**src/rtl/alu_seq.sv**
```systemverilog
`default_nettype none
// ============================================================================
// Module      : alu_seq
// Description : Handshaked sequential ALU. ADD/SUB/AND/OR/XOR/NOT/SLT finish
//               one cycle after accept. MUL is an optional unsigned shift-add
//               multiplier that takes WIDTH cycles in BUSY. It is enabled by
//               the ALU_SEQ_MUL_EN macro.
// Revision    : 1.0 - initial release
// ============================================================================
module alu_seq #(
    parameter int WIDTH = 8
) (
    input  logic             clk,
    input  logic             rst_n,
    input  logic             in_valid,
    output logic             in_ready,
    input  logic [WIDTH-1:0] a,
    input  logic [WIDTH-1:0] b,
    input  logic [2:0]       op,
    output logic             out_valid,
    input  logic             out_ready,
    output logic [WIDTH-1:0] out,
    output logic             cout,
    output logic             overflow,
    output logic             zero
);

    typedef enum logic [1:0] {
        S_IDLE = 2'd0,
        S_BUSY = 2'd1,
        S_DONE = 2'd2
    } state_t;

    state_t           r_state;
    state_t           w_state_nxt;
    logic             w_accept;
    logic             w_is_mul;
    logic             w_last_step;

    logic [WIDTH-1:0] r_out;
    logic             r_cout;
    logic             r_ovf;
    logic             r_zero;

    logic [WIDTH:0]   w_add;
    logic [WIDTH:0]   w_sub;
    logic [WIDTH-1:0] w_res;
    logic             w_res_cout;
    logic             w_res_ovf;

`ifdef ALU_SEQ_MUL_EN
    localparam int c_cnt_w = $clog2(WIDTH);

    logic [2*WIDTH-1:0] r_acc;
    logic [2*WIDTH-1:0] r_mcand;
    logic [WIDTH-1:0]   r_mplier;
    logic [c_cnt_w-1:0] r_cnt;
    logic [2*WIDTH-1:0] w_prod_nxt;

    assign w_is_mul    = (op == 3'b111);
    assign w_last_step = (r_state == S_BUSY) && (r_cnt == c_cnt_w'(WIDTH - 1));
    assign w_prod_nxt  = r_mplier[0] ? (r_acc + r_mcand) : r_acc;
`else
    assign w_is_mul    = 1'b0;
    assign w_last_step = 1'b0;
`endif

    // A new op can be taken in IDLE, or in DONE when the result retires this cycle
    assign in_ready  = (r_state == S_IDLE) || ((r_state == S_DONE) && out_ready);
    assign w_accept  = in_valid && in_ready;
    assign out_valid = (r_state == S_DONE);
    assign out       = r_out;
    assign cout      = r_cout;
    assign overflow  = r_ovf;
    assign zero      = r_zero;

    // State register
    always_ff @(posedge clk) begin
        if (!rst_n) begin
            r_state <= S_IDLE;
        end else begin
            r_state <= w_state_nxt;
        end
    end

    // Next-state logic; DONE with retire and accept chains straight into the next op
    always_comb begin
        w_state_nxt = r_state;
        case (r_state)
            S_IDLE: begin
                if (w_accept) begin
                    w_state_nxt = w_is_mul ? S_BUSY : S_DONE;
                end
            end
            S_BUSY: begin
                if (w_last_step) begin
                    w_state_nxt = S_DONE;
                end
            end
            S_DONE: begin
                if (out_ready) begin
                    if (w_accept) begin
                        w_state_nxt = w_is_mul ? S_BUSY : S_DONE;
                    end else begin
                        w_state_nxt = S_IDLE;
                    end
                end
            end
            default: w_state_nxt = S_IDLE;
        endcase
    end

    // Single-cycle result; SUB is a + ~b + 1 so carry out means no borrow
    always_comb begin
        w_add      = {1'b0, a} + {1'b0, b};
        w_sub      = {1'b0, a} + {1'b0, ~b} + {{WIDTH{1'b0}}, 1'b1};
        w_res      = '0;
        w_res_cout = 1'b0;
        w_res_ovf  = 1'b0;
        case (op)
            3'b000: begin
                w_res      = w_add[WIDTH-1:0];
                w_res_cout = w_add[WIDTH];
                w_res_ovf  = (a[WIDTH-1] == b[WIDTH-1]) && (w_add[WIDTH-1] != a[WIDTH-1]);
            end
            3'b001: begin
                w_res      = w_sub[WIDTH-1:0];
                w_res_cout = w_sub[WIDTH];
                w_res_ovf  = (a[WIDTH-1] != b[WIDTH-1]) && (w_sub[WIDTH-1] != a[WIDTH-1]);
            end
            3'b010:  w_res = a & b;
            3'b011:  w_res = a | b;
            3'b100:  w_res = a ^ b;
            3'b101:  w_res = ~a;
            3'b110:  w_res = {{(WIDTH-1){1'b0}}, ($signed(a) < $signed(b))};
            default: w_res = '0;
        endcase
    end

    // Result registers: load on single-cycle accept or on the final multiply step
    always_ff @(posedge clk) begin
        if (!rst_n) begin
            r_out  <= '0;
            r_cout <= 1'b0;
            r_ovf  <= 1'b0;
            r_zero <= 1'b0;
        end else if (w_accept && !w_is_mul) begin
            r_out  <= w_res;
            r_cout <= w_res_cout;
            r_ovf  <= w_res_ovf;
            r_zero <= (w_res == '0);
        end
`ifdef ALU_SEQ_MUL_EN
        else if (w_last_step) begin
            r_out  <= w_prod_nxt[WIDTH-1:0];
            r_cout <= |w_prod_nxt[2*WIDTH-1:WIDTH];
            r_ovf  <= 1'b0;
            r_zero <= (w_prod_nxt[WIDTH-1:0] == '0);
        end
`endif
    end

`ifdef ALU_SEQ_MUL_EN
    // Shift-add multiplier: one multiplier bit is consumed per BUSY cycle
    always_ff @(posedge clk) begin
        if (!rst_n) begin
            r_acc    <= '0;
            r_mcand  <= '0;
            r_mplier <= '0;
            r_cnt    <= '0;
        end else if (w_accept && w_is_mul) begin
            r_acc    <= '0;
            r_mcand  <= {{WIDTH{1'b0}}, a};
            r_mplier <= b;
            r_cnt    <= '0;
        end else if (r_state == S_BUSY) begin
            r_acc    <= w_prod_nxt;
            r_mcand  <= {r_mcand[2*WIDTH-2:0], 1'b0};
            r_mplier <= {1'b0, r_mplier[WIDTH-1:1]};
            r_cnt    <= r_cnt + c_cnt_w'(1);
        end
    end
`endif

endmodule
`default_nettype wire

```
**config.mk**
```make
export PLATFORM = sky130hd
export DESIGN_NAME = alu_seq
export DESIGN_NICKNAME = d
export VERILOG_FILES = /design/src/rtl/alu_seq.sv
export SDC_FILE = /design/constraint.sdc
export NUM_CORES = 1
export LEC_CHECK = 0
export ABC_AREA = 1
export CELL_PAD_IN_SITES_DETAIL_PLACEMENT = 0
export CELL_PAD_IN_SITES_GLOBAL_PLACEMENT = 1
export CORE_MARGIN = 4
export CORE_UTILIZATION = 39
export CTS_CLUSTER_DIAMETER = 150
export DETAILED_ROUTE_END_ITERATION = 7
export GPL_TIMING_DRIVEN = 0
export HOLD_SLACK_MARGIN = 0.08
export PLACE_DENSITY = 0.86
export SLEW_MARGIN = 30
export SYNTH_ARGS = -nofsm -noshare
export SYNTH_HDL_FRONTEND = slang
export SYNTH_SLANG_ARGS = --single-unit
export TNS_END_PERCENT = 100
```
**constraint.sdc**
```tcl
create_clock -name clk -period 5 [get_ports clk]
set_input_delay 1 -clock clk [delete_from_list [all_inputs] [get_ports clk]]
set_output_delay 1 -clock clk [all_outputs]
set_load 0.01 [all_outputs]
```
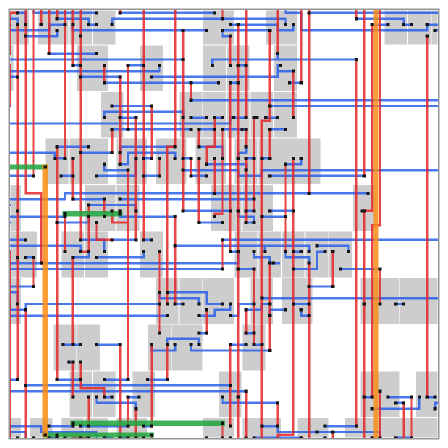
Fig. 1. Layout detail.
Window x 26 to 51, y 26 to 51 µm. Cells in grey, sequential cells in the stronger grey; small squares are vias.
colour	layer
green	metal 3
orange	metal 4
blue	metal 1
red	metal 2
sequential cells in the window	0
cells with their middle in the window	58
most frequent	nand2_1 (20), nand3_1 (12), inv_1 (9)

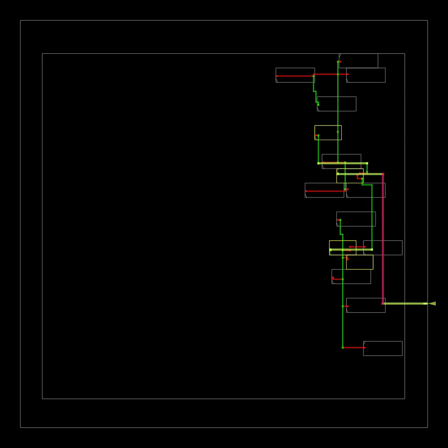
Fig. 2. Clock routing.
clk_lat worst skew: 240 ps
clk sinks: 12
total CTS buffers: 3
clk pwr: 0.104 mW

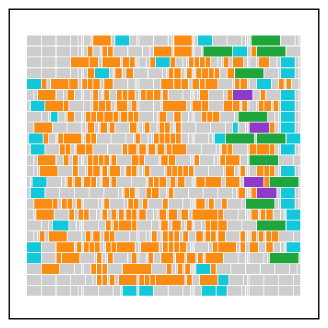
Fig. 3. Cell classes on the final placement.
(4 px per µm) Fill, decap, tap and diode cells in grey.
colour	class	cells
orange	combinational and other logic	296
cyan	remaining buffers and delay cells	38
green	sequential cells	12
purple	clock drivers and dummy loads	4
flop share of the area: 10.5%
Final Util: 51.3%
core area: 4470 µm²

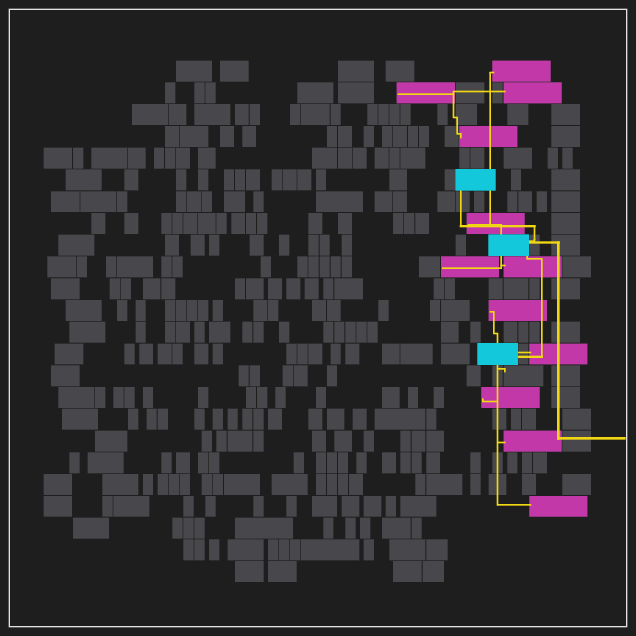
Fig. 4. Routed clock nets over the placement.
(8 px per µm)
[cyan] clock drivers | count: 3
[magenta] flip-flops | count: 12
[yellow] clock wires | length: 179 µm
routed clock nets	4
Final Skew: 2.09 ps
clock power share: 25.7%

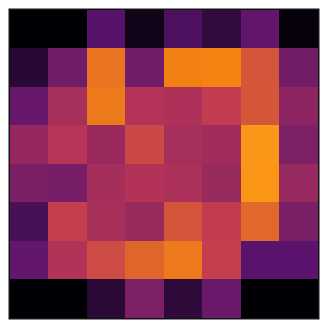
Fig. 5. Local utilization.
(4 px per µm) The die is cut into 8 by 8 equal tiles; black is low, pale yellow is high, 0 to 100% covered.
fullest tile	77%
densest ninth of the die	middle right
tiles over 75% full	3.1%
mean over tiles	38%
nearly empty tiles	11%
Initial Utilization: 41.5%

## per-layer routing
layer,part of all wire [%],track usage [%],vias up,routed length [µm]
met2,46,29.8,50,2340
met4,1.6,5.69,0,82
li1,-,-,1069,-
met3,5.1,1.41,6,259
met5,0,0,-,0
met1,47,21.8,863,2400
## sequential cells by signal (all words and copies together), names as in the netlist
name and flops:
overflow 1, cout 1, out 8, zero 1, r_state 1
## worst paths after layout
check | startpoint | end | slack (ps) | depth (start not counted)
setup / recovery | out_ready | in_ready | 1890 | 4
hold / removal | zero | zero | 480 | 2
setup reg to reg | r_state[1] | overflow | 3400 | 7
hold reg to reg | zero | zero | 480 | 2
## cell usage in the layout (no fill, tap or decap), drive strengths merged, types with 2 or more instances in the layout
cell type,count
nor2,51
clkdlybuf4s50,32
nand3,39
dfxtp,12
o22ai,3
nand2,70
buf,5
nand4,7
inv,62
clkbuf,5
fa,2
a21oi,14
o21ai,14
o211ai,4
ha,25
## power breakdown
group	internal (mW)	switching, mW	total (mW)
Sequential	0.103	0.00336	0.107
Combinational	0.0794	0.116	0.195
Clock	0.0695	0.0348	0.104
Total	0.252	0.154	0.406
## metrics by stage
step           power [mW]  hold slack, ps  area [µm²]  instances
3_5_place_dp        0.303             466        2240        398
4_1_cts             0.408             474        2300        402
6_report            0.406             476        2300        402
2_1_floorplan       0.236             501        1860        314
5_1_grt             0.438             522        2300        402
3_3_place_gp        0.302             464        2240        398
## cell families (layout without fill, tap and decap cells)
kind of cell,count (synthesis),count (layout)
buffers and inverters,68,104
flip-flops,12,12
adder cells (fa/ha/maj),27,27
XOR/XNOR,1,1
AND/OR/NAND/NOR,170,170
AND-OR/OR-AND,36,36
## critical path, cell delays in order
cell             delay (ps)
clkdlybuf4s50_1         450
inv_1                    30
nand2_1                  80
clkdlybuf4s50_1         540
==> ci_impl_report.md <==
### Metrics collected by this job

| Metric | Value |
|---|---|
| Yosys cell types | `31` |
| Signal buf overhead | `between 10% and 20%` |
| Longest Clk Path Bufs | `2` |
| PortBufs | `32` |
| Comb/total area | `slightly below 60%` |
| Antenna Cells | `0` |
| P per Cell Area | `around 180 nW/µm²` |
| Post-DP HPWL | `~4.2 mm` |
| Global-route wire length before repair | `8.25 mm` |
| Chip Area, Yosys | `~1900 µm²` |
| Syn avg cell area | `5.91 µm²` |
| WL final | `5.08 mm` |
| ClkCell Share | `under 10%` |
| Final GP Congestion | `about 0.93` |
| Htree depth | `1` |
| Sequential cell area | `roughly 240 µm²` |
| Chip Width | `approximately 77 µm` |
| GRT Total Usage | `17.0%` |
| Dpl ws | `1770 ps` |
| Simple share | `41.0%` |
| Drc violations | `0` |
| Area of the mapped netlist | `between 1500 and 2000 µm²` |
| Register share after synthesis | `between 10% and 20%` |
| Wirelength per Cell | `~13 µm` |
| CP Max Fanout | `3` |
| Slew Viols, Final | `0` |
| 1st-iter DRT viols | `113` |
| Worst hold path class | `reg2reg` |
| First-pass iteration count of the detailed router | `5` |
| RSZ-0062 raised after global routing | `no` |
| Multi-input gate count | `234` |
| Worst Setup Slack, final | `roughly 1900 ps` |
| Hold_buf cts | `0` |
| Bufs w/o clock | `38` |
| Comb area | `~1300 µm²` |
| Cells after Synth | `roughly 310` |
| Peak supply drop | `just over 80 µV` |
| Data arrival, critical path | `between 2000 and 2500 ps` |
| EDFF count, synth | `0` |
| Area-dominant class | `logic gates` |
| Global route total overflow | `0` |
| Antenna violations before repair | `0` |
| Main logic family | `simple AND/OR/NAND/NOR gates` |
| Tap Cells | `~52` |
| Count leader, synth | `nand2_1` |
| CP startpoint kind | `input port` |
| Compound Share, Synth | `11.7%` |
| Period utilisation layout | `approximately 62%` |
| Synth top cells by count | `nand2_1, inv_1, nor2_1` |
| Post-CTS Setup Repair Bufs | `0` |
| Worst setup EP type | `primary output` |
| Status | `finished, final reports clean` |
| FMAX | `322 MHz` |
| Largest cells by area | `ha_1, nand2_1, dfxtp_1` |
| Fin Setup TNS | `0 ps` |
| Cell taking the most area after synthesis | `ha_1` |
| Relative slew slack | `about 74%` |
| Least-Margin Pin Slew | `between 300 and 400 ps` |
| Syn nets | `364` |
| Die H | `~77 µm` |
| Crit Path Class | `in2out` |
| I/O pins | `36` |
| CTS tree | `yes` |
| DRT antenna net count | `0` |
| Vias per cell | `a little under 5` |
| Nets@finish | `between 400 and 500` |
| CTS clk-pin slew, worst paths | `roughly 50 ps` |
| Synth flops | `12` |
| Fa+ha+maj area frac | `about a fifth` |
| Max Cap Viol | `0` |
| Yosys xor share | `less than 1%` |
| Flop count | `12` |
| Vias in the first global route | `~1.8k` |
| Non-clock inverter count | `between 60 and 70` |
| Clock Tree Root | `clkbuf_8` |
| Max-area cell share | `between 15 and 20%` |
| Pin count of the biggest net entering global routing | `11` |
| CP required | `4000 ps` |
| Final Critical Period | `3110 ps` |
| Tool warning count | `approximately 43` |
| Die area | `between 5000 and 6000 µm²` |
| Number of cells in Yosys stat | `about 310` |
| Filler Cells Inserted | `approximately 500` |
| Post_cts resized | `0` |
| Area growth syn-to-layout | `23.7%` |
| Vias | `just under 2k` |
| Hold Vio Cnt, Final | `0` |
| Placement row count | `24` |
| Final Setup Violations | `0` |
| Synth warn | `0` |
| Ys flop type | `dfxtp_1` |
| # clk buffers | `4` |
| Ys async rst share | `0%` |
| Share of layout cells above drive strength 1 | `8.57%` |
| Multiplexer share | `0%` |
| LEAKAGE | `between 1 and 1.5 nW` |
Power is estimated from default activity; no workload was simulated.
